### Clock wiring as the flow saved it

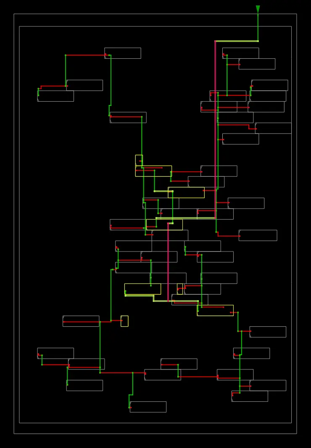
### M4 wires

The bar under the picture is 20 um long.
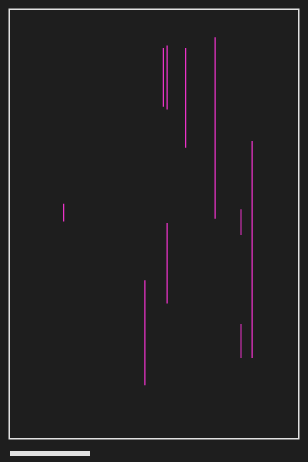
`src/rtl/math_addsub_multiword_seq.sv`:
```
// Multi-limb add/subtract sequencer: one N-bit adder reused per limb, LS limb first,
// with the carry/borrow chained between limbs in a register.
//
// state | meaning
// IDLE  | waiting for a command; o_cmd_ready high
// RUN   | accepting operand limbs, one result limb per accepted limb
// FLUSH | last result limb issued, waiting for the consumer to take it
module math_addsub_multiword_seq #(
    parameter int N         = 32,
    parameter int MAX_LIMBS = 8,
    parameter int LW        = $clog2(MAX_LIMBS + 1)
) (
    input  logic          i_clk,
    input  logic          i_rst_n,
    input  logic          i_cmd_valid,
    output logic          o_cmd_ready,
    input  logic          i_cmd_sub,
    input  logic [LW-1:0] i_cmd_limbs,
    input  logic          i_limb_valid,
    output logic          o_limb_ready,
    input  logic [N-1:0]  i_limb_a,
    input  logic [N-1:0]  i_limb_b,
    output logic          o_res_valid,
    input  logic          i_res_ready,
    output logic [N-1:0]  o_res_sum,
    output logic          o_res_last,
    output logic          o_res_carry,
    output logic          o_res_ovf,
    output logic          o_busy
);

    typedef enum logic [1:0] {
        IDLE  = 2'd0,
        RUN   = 2'd1,
        FLUSH = 2'd2
    } state_t;

    state_t        state;
    logic          sub_q;
    logic          carry_q;
    logic [LW-1:0] remaining;

    logic [N-1:0]  b_x;
    logic [N:0]    full;
    logic          c_msb;
    logic          is_last;
    logic          limb_fire;
    logic          res_fire;
    logic [LW-1:0] limbs_clamped;

    assign o_cmd_ready  = (state == IDLE);
    assign o_busy       = (state != IDLE);
    assign o_limb_ready = (state == RUN) && (!o_res_valid || i_res_ready);
    assign limb_fire    = i_limb_valid && o_limb_ready;
    assign res_fire     = o_res_valid && i_res_ready;

    // Subtraction is A + ~B + 1, the +1 coming from the carry register seeded at command time.
    assign b_x     = i_limb_b ^ {N{sub_q}};
    assign full    = {1'b0, i_limb_a} + {1'b0, b_x} + {{N{1'b0}}, carry_q};
    assign c_msb   = full[N-1] ^ i_limb_a[N-1] ^ b_x[N-1];
    assign is_last = (remaining == LW'(1));

    always_comb begin
        limbs_clamped = i_cmd_limbs;
        if (i_cmd_limbs == '0)
            limbs_clamped = LW'(1);
        else if (i_cmd_limbs > LW'(MAX_LIMBS))
            limbs_clamped = LW'(MAX_LIMBS);
    end

    always_ff @(posedge i_clk or negedge i_rst_n) begin
        if (!i_rst_n) begin
            state       <= IDLE;
            sub_q       <= 1'b0;
            carry_q     <= 1'b0;
            remaining   <= '0;
            o_res_valid <= 1'b0;
            o_res_sum   <= '0;
            o_res_last  <= 1'b0;
            o_res_carry <= 1'b0;
            o_res_ovf   <= 1'b0;
        end else begin
            case (state)
                IDLE: begin
                    if (res_fire)
                        o_res_valid <= 1'b0;
                    if (i_cmd_valid) begin
                        sub_q     <= i_cmd_sub;
                        carry_q   <= i_cmd_sub;
                        remaining <= limbs_clamped;
                        state     <= RUN;
                    end
                end
                RUN: begin
                    if (limb_fire) begin
                        carry_q     <= full[N];
                        remaining   <= remaining - LW'(1);
                        o_res_valid <= 1'b1;
                        o_res_sum   <= full[N-1:0];
                        o_res_last  <= is_last;
                        o_res_carry <= is_last ? full[N] : 1'b0;
                        o_res_ovf   <= is_last ? (c_msb ^ full[N]) : 1'b0;
                        if (is_last)
                            state <= FLUSH;
                    end else if (res_fire) begin
                        o_res_valid <= 1'b0;
                    end
                end
                FLUSH: begin
                    if (res_fire) begin
                        o_res_valid <= 1'b0;
                        if (o_res_last)
                            state <= IDLE;
                    end
                end
                default: state <= IDLE;
            endcase
        end
    end

endmodule

```
`config.mk`:
```
export PLATFORM = sky130hd
export DESIGN_NAME = math_addsub_multiword_seq
export DESIGN_NICKNAME = d
export VERILOG_FILES = /design/src/rtl/math_addsub_multiword_seq.sv
export SDC_FILE = /design/constraint.sdc
export NUM_CORES = 1
export LEC_CHECK = 0
export CORE_ASPECT_RATIO = 1.5
export CORE_UTILIZATION = 52
export CTS_BUF_LIST = sky130_fd_sc_hd__clkbuf_16
export CTS_CLUSTER_DIAMETER = 150
export DETAILED_ROUTE_END_ITERATION = 10
export HOLD_SLACK_MARGIN = 0.02
export PLACE_DENSITY = 0.87
export SLEW_MARGIN = 20
export SYNTH_ARGS = -nofsm -noshare
export SYNTH_HDL_FRONTEND = slang
export SYNTH_SLANG_ARGS = --single-unit
```
`constraint.sdc`:
```
create_clock -name i_clk -period 6.9 [get_ports i_clk]
set_clock_uncertainty 0.15 [all_clocks]
set_input_delay 2.07 -clock i_clk [delete_from_list [all_inputs] [get_ports i_clk]]
set_output_delay 2.07 -clock i_clk [all_outputs]
set_load 0.1 [all_outputs]
```
==> reports/metrics.yaml <==
layout:
  comb_area_mm2: 0.00255
  diodes: 0
  nets: 648
  top_regs: "o_res_sum: 32 flops, remaining: 4 flops, state: 2 flops"
yosys:
  yosysSeqAreaShare_pct: 29.1
  synth_flop_count: 44
  ys_sh_simple_pct: 14.9
  fp_nets: 545
  netlist_instances: 436
  netlist_area_mm2: 0.00379
  topCellsByArea: "dfrtp_1 29%, ha_1 11%, xor2_1 9.9%, nand2_1 5.0%, o21ai_0 4.8%"
  synth_warnings: 0
  synth.top_cell.area_share_pct: 29.1
critical_path:
  required_ns: 4.68
  worstReg2RegStart: "sub_q"
  crit_end: "o_limb_ready"
  worstPathMaxFanout: 4
  worst_setup_path_start_kind: "primary input"
grt:
  met2_usage_pct: 47.6
  grt_max_degree: 67
  grt_pass1_wl_mm: 15.9
clock_network:
  holdBufCountCts: 0
  clk_latency_ns: 0.28
  postCtsSetupRepairBufs: 0
  cts_root_buffer: "clkbuf_16"
final_timing:
  final-hold-violation-count: 0
  fin_crit_sh_pct: 81.0
  slew_headroom_pct: 31.7
  finalCriticalPeriod_ns: 5.59
place:
  portBuffers: 112
drt:
  met3RoutedLength_um: 471
  firstDrtPassIters: 4
status:
  status: "finished, final reports clean"
flow_run:
  tool_warnings: 27
die:
  tapCellCount: 78
## Picture notes: 'Clock wiring as the flow saved it'
clkbuf count: 5
CTS sink cnt: 44
total CTS buffers: 5
Seq cells: 44

## Picture notes: 'M4 wires'
share of all routed wire: 2.3%
main direction: vertical
longest straight run: 53.7 um
Routed Wire Length: 9.40 mm
via count: 3598

## worst reg2reg max path, cell delays in order, from the launching register on
cell	delay, ns
dfrtp_2	0.98
xor2_1	0.26
fa_1	0.24
inv_1	0.06
fa_1	0.39
nand2b_1	0.18
a21o_1	0.18
a31o_2	0.24
o311ai_2	0.41
a31oi_4	0.16
o21ai_2	0.20
a221oi_4	0.10
xnor3_1	0.34
a22o_1	0.20
## kinds of logic (layout without fill, tap and decap cells)
| logic type | Yosys count | in the layout |
|---|---|---|
| xor gates and xnor gates | 57 | 57 |
| muxes | 6 | 6 |
| adders and majority gates | 35 | 35 |
| buffers and inverters | 34 | 138 |
| DFF | 44 | 44 |
| AOI/OAI and AO/OA | 138 | 138 |
| and+or+nand+nor | 122 | 122 |
